**src/rtl/spi_pkg.sv**
```systemverilog
// spi_pkg: shared SPI frame width, FSM state encoding and pointer-width helper.
package spi_pkg;
  localparam int SPI_BITS = 8;
  typedef enum logic [1:0] {IDLE, LOAD, SHIFT, GAP} state_t;
  function automatic int clog2(input int n);
    int r;
    r = 0;
    for (int i = 0; i < 31; i++) if ((1 << i) < n) r = i + 1;
    return r;
  endfunction
endpackage

```
**src/rtl/sync_fifo.sv**
```systemverilog
// sync_fifo: single-clock FIFO with registered full/empty flags.
module sync_fifo import spi_pkg::*; #(
  parameter int WIDTH = 8,
  parameter int DEPTH = 4
) (
  input  logic             clk,
  input  logic             i_rst_n,
  input  logic             i_push,
  input  logic             i_pop,
  input  logic [WIDTH-1:0] i_data,
  output logic [WIDTH-1:0] o_data,
  output logic             o_full,
  output logic             o_empty
);
  localparam int AW = clog2(DEPTH);
  localparam int CW = clog2(DEPTH + 1);
  logic [WIDTH-1:0] r_mem [DEPTH];
  logic [AW-1:0]    r_wr, r_rd;
  logic [CW-1:0]    r_cnt, w_cnt_nxt;
  logic             r_full, r_empty, w_push, w_pop;
  assign w_push    = i_push & ~r_full;
  assign w_pop     = i_pop & (r_cnt != '0);
  assign w_cnt_nxt = r_cnt + CW'(w_push) - CW'(w_pop);
  assign o_data    = r_mem[r_rd];
  assign o_full    = r_full;
  assign o_empty   = r_empty;
  always_ff @(posedge clk)
    if (w_push) r_mem[r_wr] <= i_data;
  // full anticipates the next count so a write can never overrun; empty lags one cycle
  always_ff @(posedge clk or negedge i_rst_n)
    if (!i_rst_n) begin
      r_wr    <= '0;
      r_rd    <= '0;
      r_cnt   <= '0;
      r_full  <= 1'b0;
      r_empty <= 1'b1;
    end else begin
      if (w_push) r_wr <= r_wr + AW'(1);
      if (w_pop) r_rd <= r_rd + AW'(1);
      r_cnt   <= w_cnt_nxt;
      r_full  <= w_cnt_nxt == CW'(DEPTH);
      r_empty <= r_cnt == '0;
    end
endmodule

```
**src/rtl/spi_master_tx.sv**
```systemverilog
// spi_master_tx: FIFO-fed, MSB-first SPI transmitter emitting exactly 8 SCLK rises per byte.
module spi_master_tx import spi_pkg::*; #(
  parameter int CLK_DIV    = 4,
  parameter int FIFO_DEPTH = 4,
  parameter int GAP_CYCLES = 8
) (
  input  logic       clk,
  input  logic       i_rst_n,
  input  logic [7:0] i_data,
  input  logic       i_w_en,
  output logic       o_full,
  output logic       o_empty,
  output logic       o_busy,
  output logic       o_CLK,
  output logic       o_MOSI
);
  localparam int DW = clog2(CLK_DIV) + 1;
  localparam int GW = clog2(GAP_CYCLES + 1) + 1;
  state_t              r_state, w_next;
  logic [DW-1:0]       r_div;
  logic [2:0]          r_bit;
  logic [GW-1:0]       r_gap;
  logic [SPI_BITS-1:0] r_shift, w_fifo_data;
  logic                r_clk, r_mosi, r_busy;
  logic                w_pop, w_div_end, w_last, w_fall, w_gap_end;
  sync_fifo #(.WIDTH(SPI_BITS), .DEPTH(FIFO_DEPTH)) u_fifo (
    .clk    (clk),
    .i_rst_n(i_rst_n),
    .i_push (i_w_en),
    .i_pop  (w_pop),
    .i_data (i_data),
    .o_data (w_fifo_data),
    .o_full (o_full),
    .o_empty(o_empty)
  );
  assign w_div_end = r_div == DW'(CLK_DIV - 1);
  assign w_last    = r_bit == 3'(SPI_BITS - 1);
  assign w_fall    = (r_state == SHIFT) & w_div_end & r_clk;
  assign w_gap_end = r_gap == GW'(GAP_CYCLES - 1);
  assign o_CLK     = r_clk;
  assign o_MOSI    = r_mosi;
  assign o_busy    = r_busy;
  always_comb begin
    w_pop  = (r_state == IDLE) & ~o_empty;
    w_next = r_state == IDLE  ? (o_empty ? IDLE : LOAD) :
             r_state == LOAD  ? SHIFT :
             r_state == SHIFT ? ((w_fall & w_last) ? (GAP_CYCLES == 0 ? IDLE : GAP) : SHIFT) :
                                (w_gap_end ? IDLE : GAP);
  end
  always_ff @(posedge clk or negedge i_rst_n)
    if (!i_rst_n) begin
      r_state <= IDLE;
      r_div   <= '0;
      r_bit   <= '0;
      r_gap   <= '0;
      r_shift <= '0;
      r_clk   <= 1'b0;
      r_mosi  <= 1'b0;
      r_busy  <= 1'b0;
    end else begin
      r_state <= w_next;
      // stay busy across the single IDLE cycle between back-to-back frames
      r_busy  <= (w_next != IDLE) | ((r_state != IDLE) & ~o_empty);
      r_gap   <= r_state == GAP ? r_gap + GW'(1) : '0;
      if (w_pop) r_shift <= w_fifo_data;
      if (r_state == LOAD) begin
        r_mosi <= r_shift[SPI_BITS-1];
        r_div  <= '0;
        r_bit  <= '0;
        r_clk  <= 1'b0;
      end
      if (r_state == SHIFT) begin
        r_div <= w_div_end ? '0 : r_div + DW'(1);
        if (w_div_end) r_clk <= ~r_clk;
        if (w_fall) begin
          r_bit <= r_bit + 3'd1;
          if (!w_last) begin
            r_shift <= {r_shift[SPI_BITS-2:0], 1'b0};
            r_mosi  <= r_shift[SPI_BITS-2];
          end
        end
      end
    end
endmodule

```
**config.mk**
```make
export PLATFORM = sky130hd
export DESIGN_NAME = spi_master_tx
export DESIGN_NICKNAME = d
export VERILOG_FILES = /design/src/rtl/spi_pkg.sv /design/src/rtl/sync_fifo.sv /design/src/rtl/spi_master_tx.sv
export SDC_FILE = /design/constraint.sdc
export NUM_CORES = 1
export LEC_CHECK = 0
export CORE_AREA = 5 5 58 112
export DETAILED_ROUTE_END_ITERATION = 8
export DIE_AREA = 0 0 63 117
export PLACE_DENSITY_LB_ADDON = 0.12
export SLEW_MARGIN = 20
export SYNTH_ARGS = -nofsm -noshare
export SYNTH_HDL_FRONTEND = slang
export SYNTH_HIERARCHICAL = 1
export SYNTH_SLANG_ARGS = --single-unit
```
**constraint.sdc**
```tcl
create_clock -name clk -period 3.3 [get_ports clk]
set_input_delay 0.33 -clock clk [delete_from_list [all_inputs] [get_ports clk]]
set_output_delay 0.33 -clock clk [all_outputs]
set_load 0.005 [all_outputs]
```
==> ci_impl_report.md <==
## Synthesis and layout report

| Metric | Value |
|---|---|
| Outcome | finished clean |
| FF-to-FF Start | r_state[0] |
| Max-slew violations | 0 |
| Die area | 7371 µm² |
| Vias | 1504 |
| H-Tree Depth | 3 |
| # setup viols final | 0 |
| Maximum vdd drop | a little under 0.6 mV |
| Top Layout Cells | dfrtp_1, edfxtp_1, clkdlybuf4s50_1 |
| R2r setup slk | 710 ps |
| Flop pwr share | 47.6% |
| CP max stage delay | between 300 and 400 ps |
| Detailed Routing Iterations Pass 1 | 4 |
| Cells in synth_stat.txt | around 190 |
| Rows | 39 |
| Synthesized netlist cell count | about 190 |
| Crit. End Element | register |
| FP Util | roughly half |
| Internal Power | 1.680 mW |
| Critical Path Source | r_state[0] |
| Slowest library cell on the worst path | dfrtp_1 |
| Hold_ws | roughly 410 ps |
| Root Buffer | clkbuf_16 |
| First-pass GRT wire length | ~7.5 mm |
| Hold_buf cts | 0 |
| Final HPWL DP | just under 3 mm |
[cells in the mapped netlist (all sizes together), types with 2 or more instances]
master	number	area share, %
a21oi	8	1.4
and2	8	1.8
buf	4	1.0
clkbuf	2	0.31
dfrtp	32	28
edfxtp	32	34
ha	14	6.2
inv	14	1.9
mux2	2	0.80
mux2i	10	3.5
mux4	8	6.4
nand2	2	0.27
nand2b	2	0.44
nand3	4	0.71
nand3b	4	1.1
nor2	2	0.27
nor2b	2	0.44
nor3	10	1.8
o21ai	4	0.71
or2	2	0.44
xnor2	6	1.9
xor2	2	0.62
[worst max-delay path, delay by kind of cell (launching register included)]
| family | cells | cell delay, ps |
|---|---|---|
| XOR/XNOR | 1 | 240 |
| multiplexers | 1 | 340 |
| AND-OR/OR-AND | 1 | 90 |
| adder cells (fa/ha/maj) | 4 | 1060 |
| flip-flops | 1 | 390 |
| AND/OR/NAND/NOR | 1 | 100 |
| buffers and inverters | 4 | 250 |
[power by group through the flow]
stage	Clock, mW	Combinational (mW)	Sequential, mW
after floorplan	0	0.176	1.04
after global placement	0	0.253	1.05
after detailed placement	0	0.265	1.05
after CTS	0.911	0.266	1.04
after global routing	0.951	0.291	1.05
final	0.885	0.258	1.04
[cell type report]
type,instances,area (µm²)
tap,61,76.32
clock inverter,5,48.80
sequential,65,1788
fill,447,2303
multi-input combinational,103,944.7
inverter,14,52.55
timing repair buffer,17,165.2
clock buffer,11,232.7
[how the worst min path moves through the flow]
stage | from | to | slack, ps | cells past startpoint
after global routing | i_rst_n | r_shift[5] | 440 | 2
after CTS | i_rst_n | r_shift[5] | 410 | 2
after global placement | r_gap[0] | r_gap[0] | 450 | 1
after floorplan | i_rst_n | o_CLK | 30 | 0
after detailed placement | r_gap[0] | r_gap[0] | 460 | 1
final | i_rst_n | r_shift[5] | 410 | 2
[state kept, by name, indices dropped and copies added (netlist names)]
name / count
o_CLK: 1
o_MOSI: 1
o_busy: 1
r_bit: 3
r_div: 3
r_gap: 5
r_shift: 8
r_state: 2
u_fifo/o_empty: 1
u_fifo/o_full: 1
u_fifo/r_cnt: 3
u_fifo/r_mem: 32
u_fifo/r_rd: 2
u_fifo/r_wr: 2
[metal layers]
layer	up-vias	GRT usage, %	wire (µm)
li1	724	-	-
met1	749	16.56	1854
met2	21	21.11	2184
met3	10	5.253	173
met4	0	9.348	139
met5	-	0	0
[per-stage QoR]
stage               cell area, µm²  power, mW  worst slack, ps
CTS                           3308      2.217            673.9
global route                  3308      2.293            493.6
detailed placement            3027      1.319            639.0
floorplan                     2823      1.214            623.1
finish                        3308      2.181            708.8
global placement              3027      1.303            698.8
[kinds of logic (layout without fill, tap and decap cells)]
group                      count (synthesis)  in the layout  share of synthesized area [%]
DFF                                       65             65                          63.34
and+or+nand+nor                           42             42                          9.531
muxes                                     20             20                          10.73
buffers and inverters                     20             47                          3.191
AOI/OAI and AO/OA                         18             18                          3.813
adders and majority gates                 15             15                          6.915
xor gates and xnor gates                   8              8                          2.482
Figure 1. Clock wiring as the flow saved it.
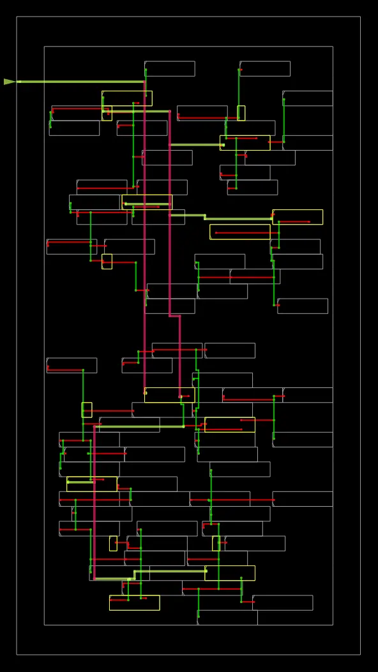
Clock Skew: 4.386 ps
clk_lat worst skew: 320 ps
CTS sink count: 65
clk pwr: 0.885 mW

Figure 2. Zoomed window.
Window x 12 to 52, y 38 to 78 µm. Cells in grey, sequential cells in the stronger grey; small squares are vias.
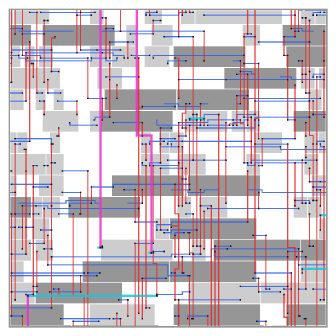
M4: drawn in magenta. M1: drawn in blue. M3: drawn in cyan. M2: drawn in red.
Netlist names of flops here include u_fifo/r_mem (7), r_shift (6), u_fifo/r_rd (2). Most frequent: dfrtp_1 (11), nor3_1 (10). 79 logic cells have their middle in the window. Sequential cells in the window: 18.

Figure 3. Wire density map.
Scale bar: 20 µm. The die is cut into 13 by 23 equal tiles; white is low, dark blue is high, scaled to the fullest tile. Values are wire area over tile area, all layers added.
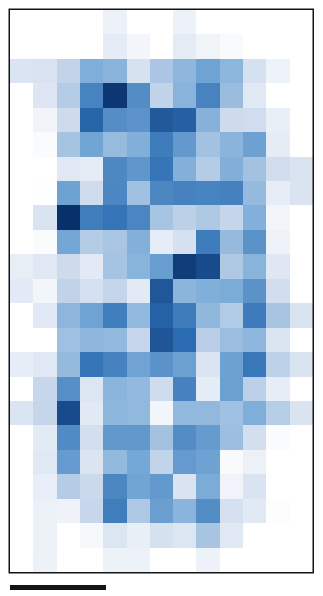
23% of the tiles are nearly empty. The mean over all tiles is 0.094. The fullest tile reaches 0.33. 23% of the tiles are over half the peak.
total track usage: 13.98%
Detailed Route WL: 4.352 mm

Figure 4. Clock distribution.
Scale bar: 20 µm.
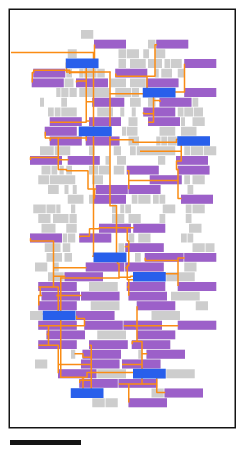
clock-net drivers: drawn in blue, count 9. clock wires: drawn in orange, length 782 µm. flip-flops: drawn in purple, count 65.
There are 10 routed clock nets. Position of the flops: spread over the die.
clock network fraction of design power: 40.6%

Power is estimated from default activity; no workload was simulated.
